==> run_1/final_congestion.png <==
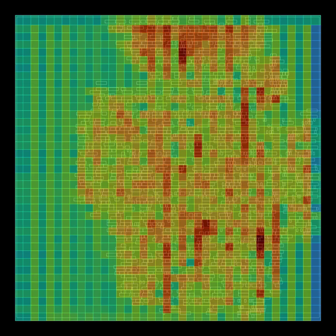
==> run_1/port_nets.png <==
Scale bar: 100 µm.
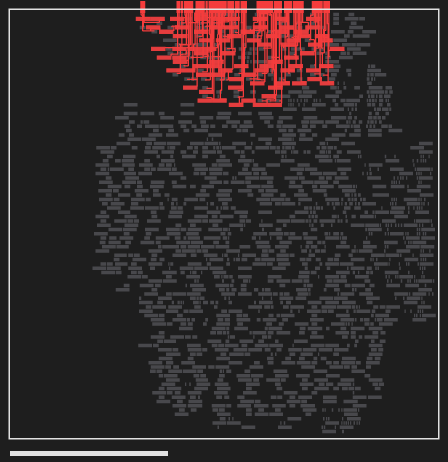
==> run_1/met1.png <==
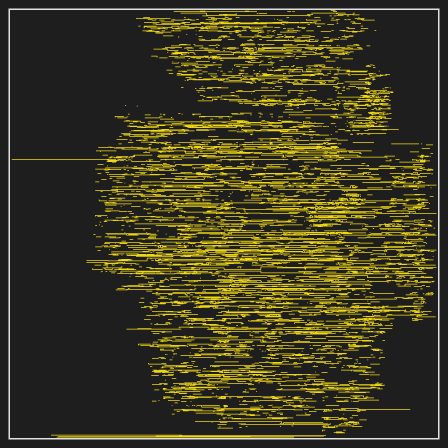
==> run_1/clock_map.png <==
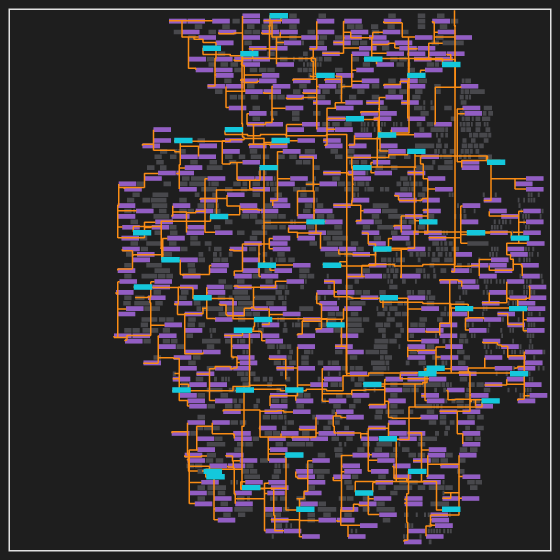
<file path="config.mk">
export PLATFORM = sky130hd
export DESIGN_NAME = conv_window_sequencer
export DESIGN_NICKNAME = d
export VERILOG_FILES = /design/src/rtl/conv_window_sequencer.sv
export SDC_FILE = /design/constraint.sdc
export NUM_CORES = 1
export LEC_CHECK = 0
export CAP_MARGIN = 5
export CORE_UTILIZATION = 30
export CTS_CLUSTER_DIAMETER = 80
export DETAILED_ROUTE_END_ITERATION = 8
export DONT_BUFFER_PORTS = 1
export PLACE_DENSITY = 0.51
export RECOVER_POWER = 50
export SLEW_MARGIN = 10
export SYNTH_ARGS = -nofsm -noshare
export SYNTH_HDL_FRONTEND = slang
export SYNTH_SLANG_ARGS = --single-unit
</file>
<file path="constraint.sdc">
create_clock -name clk -period 14.3 [get_ports clk]
set_clock_uncertainty 0.05 [all_clocks]
set_input_delay 1.43 -clock clk [delete_from_list [all_inputs] [get_ports clk]]
set_output_delay 1.43 -clock clk [all_outputs]
set_load 0.02 [all_outputs]
</file>
<file path="src/rtl/conv_window_sequencer.sv">
// Streaming window sequencer: buffers KERNEL_SIZE-1 image lines plus a KxK window from a
// raster-order pixel stream, issues one multiplier request per fully covered window position,
// and forwards the multiplier results to the host with busy/done status.
module conv_window_sequencer #(
    parameter int unsigned BITS        = 9,
    parameter int unsigned KERNEL_SIZE = 3,
    parameter int unsigned IMG_WIDTH   = 16,
    parameter int unsigned IMG_HEIGHT  = 16
) (
    input  logic                                      clk,
    input  logic                                      rst,
    input  logic                                      start,
    input  logic                                      kernel_wr_en,
    input  logic [3:0]                                kernel_wr_addr,
    input  logic [BITS-1:0]                           kernel_wr_data,
    input  logic                                      pix_valid,
    input  logic [BITS-1:0]                           pix_in,
    output logic                                      pix_ready,
    output logic [KERNEL_SIZE*KERNEL_SIZE*BITS-1:0]   shift_out,
    output logic [KERNEL_SIZE*KERNEL_SIZE*BITS-1:0]   kernel_out,
    output logic                                      mult_out_en,
    input  logic                                      mult_valid,
    input  logic [BITS-1:0]                           mult_pixel,
    output logic                                      out_valid,
    output logic [BITS-1:0]                           out_pixel,
    output logic                                      busy,
    output logic                                      done
);

    localparam int unsigned NumTaps   = KERNEL_SIZE * KERNEL_SIZE;
    localparam int unsigned NumLines  = KERNEL_SIZE - 1;
    localparam int unsigned ColW      = (IMG_WIDTH > 1) ? $clog2(IMG_WIDTH) : 1;
    localparam int unsigned RowW      = (IMG_HEIGHT > 1) ? $clog2(IMG_HEIGHT) : 1;
    localparam int unsigned NumIssues = (IMG_WIDTH - KERNEL_SIZE + 1) *
                                        (IMG_HEIGHT - KERNEL_SIZE + 1);
    localparam int unsigned OutW      = $clog2(NumIssues + 1);

    localparam logic [ColW-1:0] LastCol     = ColW'(IMG_WIDTH - 1);
    localparam logic [RowW-1:0] LastRow     = RowW'(IMG_HEIGHT - 1);
    localparam logic [ColW-1:0] FirstWinCol = ColW'(KERNEL_SIZE - 1);
    localparam logic [RowW-1:0] FirstWinRow = RowW'(KERNEL_SIZE - 1);
    localparam logic [3:0]      NumTapsAddr = 4'(NumTaps);

    typedef enum logic [1:0] {StIdle, StStream, StDrain, StDone} state_e;

    state_e          state_q, state_d;
    logic [ColW-1:0] col_q, col_d;
    logic [RowW-1:0] row_q, row_d;
    logic [OutW-1:0] outst_q, outst_d;
    logic            issue_q, issue_d;
    logic            out_valid_q, out_valid_d;
    logic [BITS-1:0] out_pixel_q, out_pixel_d;

    logic [BITS-1:0] kernel_q [NumTaps];
    logic [BITS-1:0] kernel_d [NumTaps];
    logic [BITS-1:0] win_q    [NumTaps];
    logic [BITS-1:0] win_d    [NumTaps];
    logic [BITS-1:0] lb_q     [NumLines][IMG_WIDTH];
    logic [BITS-1:0] lb_d     [NumLines][IMG_WIDTH];

    logic accept;
    logic in_frame;
    logic take;

    assign accept   = (state_q == StStream) && pix_valid;
    assign in_frame = (state_q == StStream) || (state_q == StDrain);
    // A result is only accepted if a request is pending or being issued this cycle.
    assign take     = mult_valid && in_frame && ((outst_q != '0) || issue_q);

    // FSM next state and raster position counters.
    always_comb begin
        state_d = state_q;
        col_d   = col_q;
        row_d   = row_q;
        unique case (state_q)
            StIdle: begin
                if (start) begin
                    state_d = StStream;
                    col_d   = '0;
                    row_d   = '0;
                end
            end
            StStream: begin
                if (accept) begin
                    if (col_q == LastCol) begin
                        col_d = '0;
                        if (row_q == LastRow) begin
                            state_d = StDrain;
                            row_d   = '0;
                        end else begin
                            row_d = row_q + RowW'(1);
                        end
                    end else begin
                        col_d = col_q + ColW'(1);
                    end
                end
            end
            StDrain: begin
                if ((outst_q == '0) && !issue_q) begin
                    state_d = StDone;
                end
            end
            StDone: state_d = StIdle;
            default: state_d = StIdle;
        endcase
    end

    // Outstanding request count, issue strobe and registered result path.
    always_comb begin
        outst_d = outst_q;
        if ((state_q == StIdle) && start) begin
            outst_d = '0;
        end else if (issue_q && !take) begin
            outst_d = outst_q + OutW'(1);
        end else if (take && !issue_q) begin
            outst_d = outst_q - OutW'(1);
        end
        issue_d     = accept && (row_q >= FirstWinRow) && (col_q >= FirstWinCol);
        out_valid_d = take;
        out_pixel_d = take ? mult_pixel : out_pixel_q;
    end

    // Kernel writes (IDLE only), window shift and line buffer update on each accepted pixel.
    always_comb begin
        kernel_d = kernel_q;
        win_d    = win_q;
        lb_d     = lb_q;
        if ((state_q == StIdle) && kernel_wr_en && (kernel_wr_addr < NumTapsAddr)) begin
            kernel_d[kernel_wr_addr] = kernel_wr_data;
        end
        if (accept) begin
            for (int r = 0; r < int'(KERNEL_SIZE); r++) begin
                for (int c = 0; c < int'(KERNEL_SIZE) - 1; c++) begin
                    win_d[r*KERNEL_SIZE + c] = win_q[r*KERNEL_SIZE + c + 1];
                end
            end
            // New right column: older lines from the buffers, bottom row from the stream.
            for (int r = 0; r < int'(NumLines); r++) begin
                win_d[r*KERNEL_SIZE + KERNEL_SIZE - 1] = lb_q[r][col_q];
            end
            win_d[NumTaps-1] = pix_in;
            for (int r = 0; r < int'(NumLines) - 1; r++) begin
                lb_d[r][col_q] = lb_q[r+1][col_q];
            end
            lb_d[NumLines-1][col_q] = pix_in;
        end
    end

    // Flatten window and kernel: element (r,c) at [(r*K+c)*BITS +: BITS].
    always_comb begin
        shift_out  = '0;
        kernel_out = '0;
        for (int i = 0; i < int'(NumTaps); i++) begin
            shift_out[i*BITS +: BITS]  = win_q[i];
            kernel_out[i*BITS +: BITS] = kernel_q[i];
        end
    end

    // Control state registers.
    always_ff @(posedge clk or posedge rst) begin
        if (rst) begin
            state_q     <= StIdle;
            col_q       <= '0;
            row_q       <= '0;
            outst_q     <= '0;
            issue_q     <= 1'b0;
            out_valid_q <= 1'b0;
            out_pixel_q <= '0;
        end else begin
            state_q     <= state_d;
            col_q       <= col_d;
            row_q       <= row_d;
            outst_q     <= outst_d;
            issue_q     <= issue_d;
            out_valid_q <= out_valid_d;
            out_pixel_q <= out_pixel_d;
        end
    end

    // Kernel, window and line buffer storage; all cleared by reset.
    always_ff @(posedge clk or posedge rst) begin
        if (rst) begin
            for (int i = 0; i < int'(NumTaps); i++) begin
                kernel_q[i] <= '0;
                win_q[i]    <= '0;
            end
            for (int r = 0; r < int'(NumLines); r++) begin
                for (int c = 0; c < int'(IMG_WIDTH); c++) begin
                    lb_q[r][c] <= '0;
                end
            end
        end else begin
            kernel_q <= kernel_d;
            win_q    <= win_d;
            lb_q     <= lb_d;
        end
    end

    assign pix_ready   = (state_q == StStream);
    assign busy        = in_frame;
    assign done        = (state_q == StDone);
    assign mult_out_en = issue_q;
    assign out_valid   = out_valid_q;
    assign out_pixel   = out_pixel_q;

endmodule

</file>
==> notes.md, run 1 <==
Quick summary of the implementation run below.

The run finished, with violations left. The clock transition at the registers of the reported paths came out at 0.05 ns. The area growth from synthesis to layout is 11.23%. The clock sink count is 479. The highest clock rate this design can be run at is 170.1 MHz. The worst reg2reg path depth came out at 5. Summing every instance area after synthesis gives 21,680 µm². In the setup report, the worst path falls into the class input pin to asynchronous set/reset pin. The final reports fail on max-capacitance violations, max-slew violations. The total wire length came out at 57,490 µm. At floorplan, the net count of the design was reported as 1,637. The clock latency at the later pin of the worst-skew pair came out at 0.60 ns. The post-detailed-route wirelength per cell came out at 22.51 µm. Per the OpenROAD power report, leakage power amounts to 11.29 nW. The most used flip-flop cell is sky130_fd_sc_hd__dfrtp_1. The number of hold-repair buffers added at the cts stage is 0. The sequential group share of total power is 48.1%. The final max-slew violation count is 370. Yosys reports a chip area of 21,680 µm².

The remaining antenna violation count came out at 0. The global-route usage over all layers came out at 15.70%. After its last routability iteration, the placer logged a weighted congestion of 0.7716. The worst setup path is captured at an asynchronous set/reset pin. The number of hold violations in the final report came out at 0. The worst path buffer plus inverter count is 3. Max-cap violations in this run came to 8.
Back to the opening pictures, final_congestion.png:
Most Crowded Layer GR: met2
met1 GRT Util: 21.33%

Back to the opening pictures, port_nets.png:
kernel_out -> red  # direction output, end cells 81, buffers 0, wire 2,810 µm

Back to the opening pictures, met1.png:
main direction = horizontal
nets with wire on the layer = 1,533
share of all routed wire = 45%
longest straight run = 150 µm
wire length on this layer = 25.9 mm

Back to the opening pictures, clock_map.png:
cells driving clock nets -> cyan  # count 51
clock wires -> orange  # length 6,440 µm
flip-flops -> purple  # count 479
routed clock nets = 52

==> run 1: synth_stat cells, types with 5 or more instances <==
cell type,instances
sky130_fd_sc_hd__nor2_2,5
sky130_fd_sc_hd__mux2_4,6
sky130_fd_sc_hd__o22ai_1,5
sky130_fd_sc_hd__nor2_8,6
sky130_fd_sc_hd__buf_4,23
sky130_fd_sc_hd__buf_2,29
sky130_fd_sc_hd__ha_1,16
sky130_fd_sc_hd__nand3_2,6
sky130_fd_sc_hd__buf_1,5
sky130_fd_sc_hd__clkbuf_1,23
sky130_fd_sc_hd__nand4_1,21
sky130_fd_sc_hd__nor2_1,34
sky130_fd_sc_hd__nor2b_1,6
sky130_fd_sc_hd__a22oi_1,28
sky130_fd_sc_hd__buf_6,9
sky130_fd_sc_hd__nand3_1,19
sky130_fd_sc_hd__mux2_2,354
sky130_fd_sc_hd__dfrtp_1,479
sky130_fd_sc_hd__a21o_1,7
sky130_fd_sc_hd__a21oi_1,29
sky130_fd_sc_hd__inv_1,11
sky130_fd_sc_hd__o21ai_0,12
sky130_fd_sc_hd__mux4_1,13
sky130_fd_sc_hd__mux4_2,41
sky130_fd_sc_hd__a221oi_1,9
sky130_fd_sc_hd__mux2i_1,82
sky130_fd_sc_hd__nand2_1,227
==> run 1: stage by stage <==
step	cell area, µm²	total power, W
floorplan	21680	0.003129
global placement	22490	0.003458
detailed placement	22490	0.003496
CTS	24190	0.004864
global route	24110	0.005060
finish	24110	0.004802
==> run 1: flip-flops by register name, indices dropped and copies added, names as in the netlist <==
register     flops
col_q            4
kernel_out      81
mult_out_en      1
out_pixel        9
row_q            4
state_q          2
out_valid        1
shift_out       81
outst_q          8
lb_q           288
==> run 1: routing by layer <==
layer  share of wire, %  up-vias
li1                   -     5677
met1                 45     6857
met2                 48      281
met3                5.1       87
met4                2.3        2
met5              0.023        -
==> run 1: kinds of logic (layout without fill, tap and decap cells) <==
logic type	after synthesis	count (layout)	share of synthesized area, %
AOI/OAI and AO/OA	119	119	3.920
muxes	497	497	28.48
adders and majority gates	17	17	1.016
and+or+nand+nor	367	367	8.457
buffers and inverters	103	124	2.788
xor gates and xnor gates	1	1	0.04041
DFF	479	479	55.30
==> run 1: area by class of cell <==
cell class	instances	area, µm²
inverters	12	46.29
clock inverters	16	191.4
fillers	6969	47380
well taps	950	1189
repair buffers	20	136.4
multi-input cells	1001	9045
clock buffers	76	1513
flip-flops and latches	479	11990
==> run 1: worst max path at each step <==
stage | startpoint | endpoint | slack (ns) | cells past startpoint
6_report | rst | lb_q[207] | 8.42 | 3
5_1_grt | rst | lb_q[189] | 7.49 | 3
4_1_cts | col_q[0] | lb_q[82] | 10.77 | 6
3_5_place_dp | rst | lb_q[207] | 10.20 | 3
3_3_place_gp | rst | lb_q[189] | 10.28 | 3
2_1_floorplan | rst | col_q[0] | 6.33 | 1
==> run 1: power groups by stage <==
stage / Combinational (W) / Sequential [W] / Clock (W)
after floorplan: 0.000950 / 0.00218 / 0
after global routing: 0.00126 / 0.00236 / 0.00145
after global placement: 0.00113 / 0.00233 / 0
after CTS: 0.00116 / 0.00232 / 0.00139
final: 0.00114 / 0.00231 / 0.00135
after detailed placement: 0.00115 / 0.00234 / 0
==> run 2: changes to the inputs <==
PLACE_DENSITY = 0.5   (was 0.51)
clock period = 6.08 ns   (was 14.3 ns; I/O delays follow)
==> notes.md, run 2 <==
Quick summary of the implementation run below.

The worst reg2reg path depth was 4 (-1). The number of hold violations in the final report is 0 (unchanged). The clock latency at the later pin of the worst-skew pair is 0.60 ns (about the same). The fraction of the mapped netlist area in adder cells came out at 1.016% (unchanged). The run finished, with violations left. The area growth from synthesis to layout is 11.78%. The number of inserted filler cells in the final layout came to 6,968 (-0.014%). The worst setup path is of the register to register kind. The relative max-transition margin is -85.73%.

sky130_fd_sc_hd__dfrtp_1 is the most common cell in the netlist. The leakage power came out at 11.35 nW (+0.53%). The warning tally printed by Yosys for this design is 0. The yosys stat chip area is 21,680 µm² (unchanged). The post-detailed-route wirelength per cell came to 22.26 µm (-1.1%).

The checks that failed: max-capacitance violations, max-slew violations. The worst setup path is captured at a register. The flip-flop count of the largest register, all copies and words added is 288 (unchanged).

The largest register by flop count is lb_q. The global-route usage over all layers came out at 15.56% (-0.14 points). The number of hold-repair buffers added at the cts stage came out at 1 (+1).

The synthesis run identifies the leading combinational cell family as multiplexers. The final max-slew violation count is 290 (-22%). The AND-OR/OR-AND share of the synthesized area came out at 3.919% (unchanged). The hold path depth is 2. The post-synthesis share of cell area spent on xor and xnor gates is 0.04041% (unchanged).

The fraction of synthesized area in multiplexers is 28.48% (unchanged). The share of flip-flops with an asynchronous set or reset after synthesis is 100.0%. The sequential group share of total power came to 47.8% (-0.3 points). The footprint of the flip-flops and latches is 11,990 µm² (about the same). The final weighted congestion of routability-driven global placement is 0.7924 (+2.7%). Measured along the x axis, the die boundary spans 270.8 µm. The max capacitance violation total came out at 4 (-4). The area used by multi-input combinational logic is 9092 µm² (+0.53%). The most used flip-flop cell is sky130_fd_sc_hd__dfrtp_1.

The remaining antenna violation count was 0 (unchanged). The post-route total power is 0.01137 W (+140%). Looking at the clock tree report, the root buffer type is sky130_fd_sc_hd__clkbuf_16. The timing-limited maximum frequency came out at 227.0 MHz. The total standard cell area after synthesis is 21,680 µm² (unchanged).
run 2: critical path: stages (launching register included):
cell and delay (ns):
sky130_fd_sc_hd__dfrtp_1 2.23, sky130_fd_sc_hd__buf_4 0.76, sky130_fd_sc_hd__mux4_1 0.49, sky130_fd_sc_hd__o22ai_1 0.45, sky130_fd_sc_hd__a221oi_1 0.18
run 2: cell type report:
cell class              count  share of cell area [%]
multi-input cells        1001                   37.53
repair buffers             20                  0.6507
flip-flops and latches    479                   49.48
well taps                 950                   4.906
clock inverters            17                  0.9657
inverters                  12                  0.1911
clock buffers              76                   6.280
run 2: worst max path at each step:
stage,from,to
finish,col_q[1],shift_out[53]
global route,col_q[1],shift_out[51]
detailed placement,state_q[1],lb_q[262]
CTS,state_q[1],lb_q[117]
global placement,state_q[1],lb_q[280]
floorplan,rst,col_q[0]
run 2: metrics by stage:
stage | std cells | setup TNS (ns) | instance area [µm²] | setup WS [ns]
2_1_floorplan | 1583 | -511.93 | 21680 | -1.069
3_3_place_gp | 2461 | 0 | 22490 | 2.892
3_5_place_dp | 2461 | 0 | 22490 | 2.865
4_1_cts | 2555 | 0 | 24250 | 2.861
5_1_grt | 2555 | 0 | 24230 | 1.425
6_report | 2555 | 0 | 24230 | 1.675
run 2: power groups by stage:
stage | clock network (W) | registers [W] | logic [W]
floorplan | 0 | 0.00512 | 0.00224
global route | 0.00346 | 0.00554 | 0.00296
CTS | 0.00336 | 0.00546 | 0.00270
finish | 0.00325 | 0.00544 | 0.00269
detailed placement | 0 | 0.00551 | 0.00269
global placement | 0 | 0.00549 | 0.00262
run 2: logic make-up after synthesis:
logic type,Yosys count
buffers and inverters,103
XOR/XNOR,1
AND/OR/NAND/NOR,367
adder cells (fa/ha/maj),17
multiplexers,497
flip-flops,479
AND-OR/OR-AND,119
run 2: per-layer routing:
layer	share of wire (%)	vias to the layer above	track usage (%)
met5	0	-	0
li1	-	5682	-
met4	2.5	0	4.951
met1	45	6827	21.11
met3	4.8	78	3.142
met2	48	262	24.83
==> run_2/met1.png <==
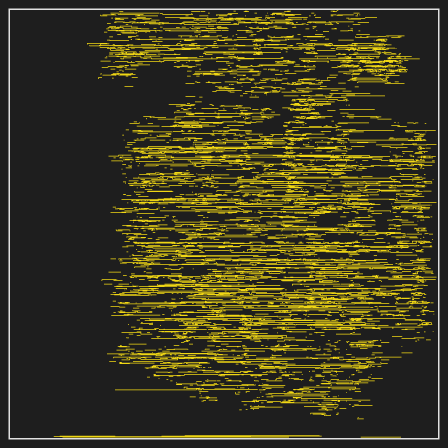
met1 GRT Util: 21.11%
via count of the routed design: 12,849
total wirelength of the detailed-routed design: 56,860 µm

==> run_2/port_nets.png <==
Scale bar: 100 µm.
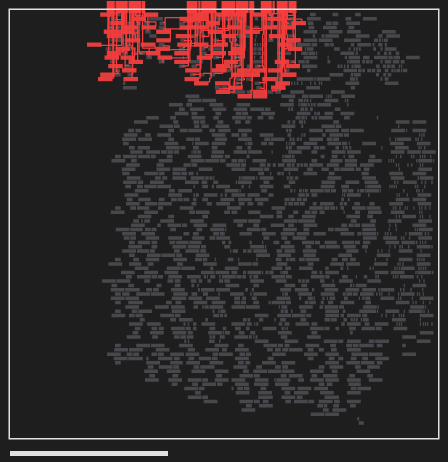
kernel_out -> red  # direction output, end cells 81, buffers 0, wire 2,730 µm

No activity file was given, so power comes from the tool's default toggle rates.
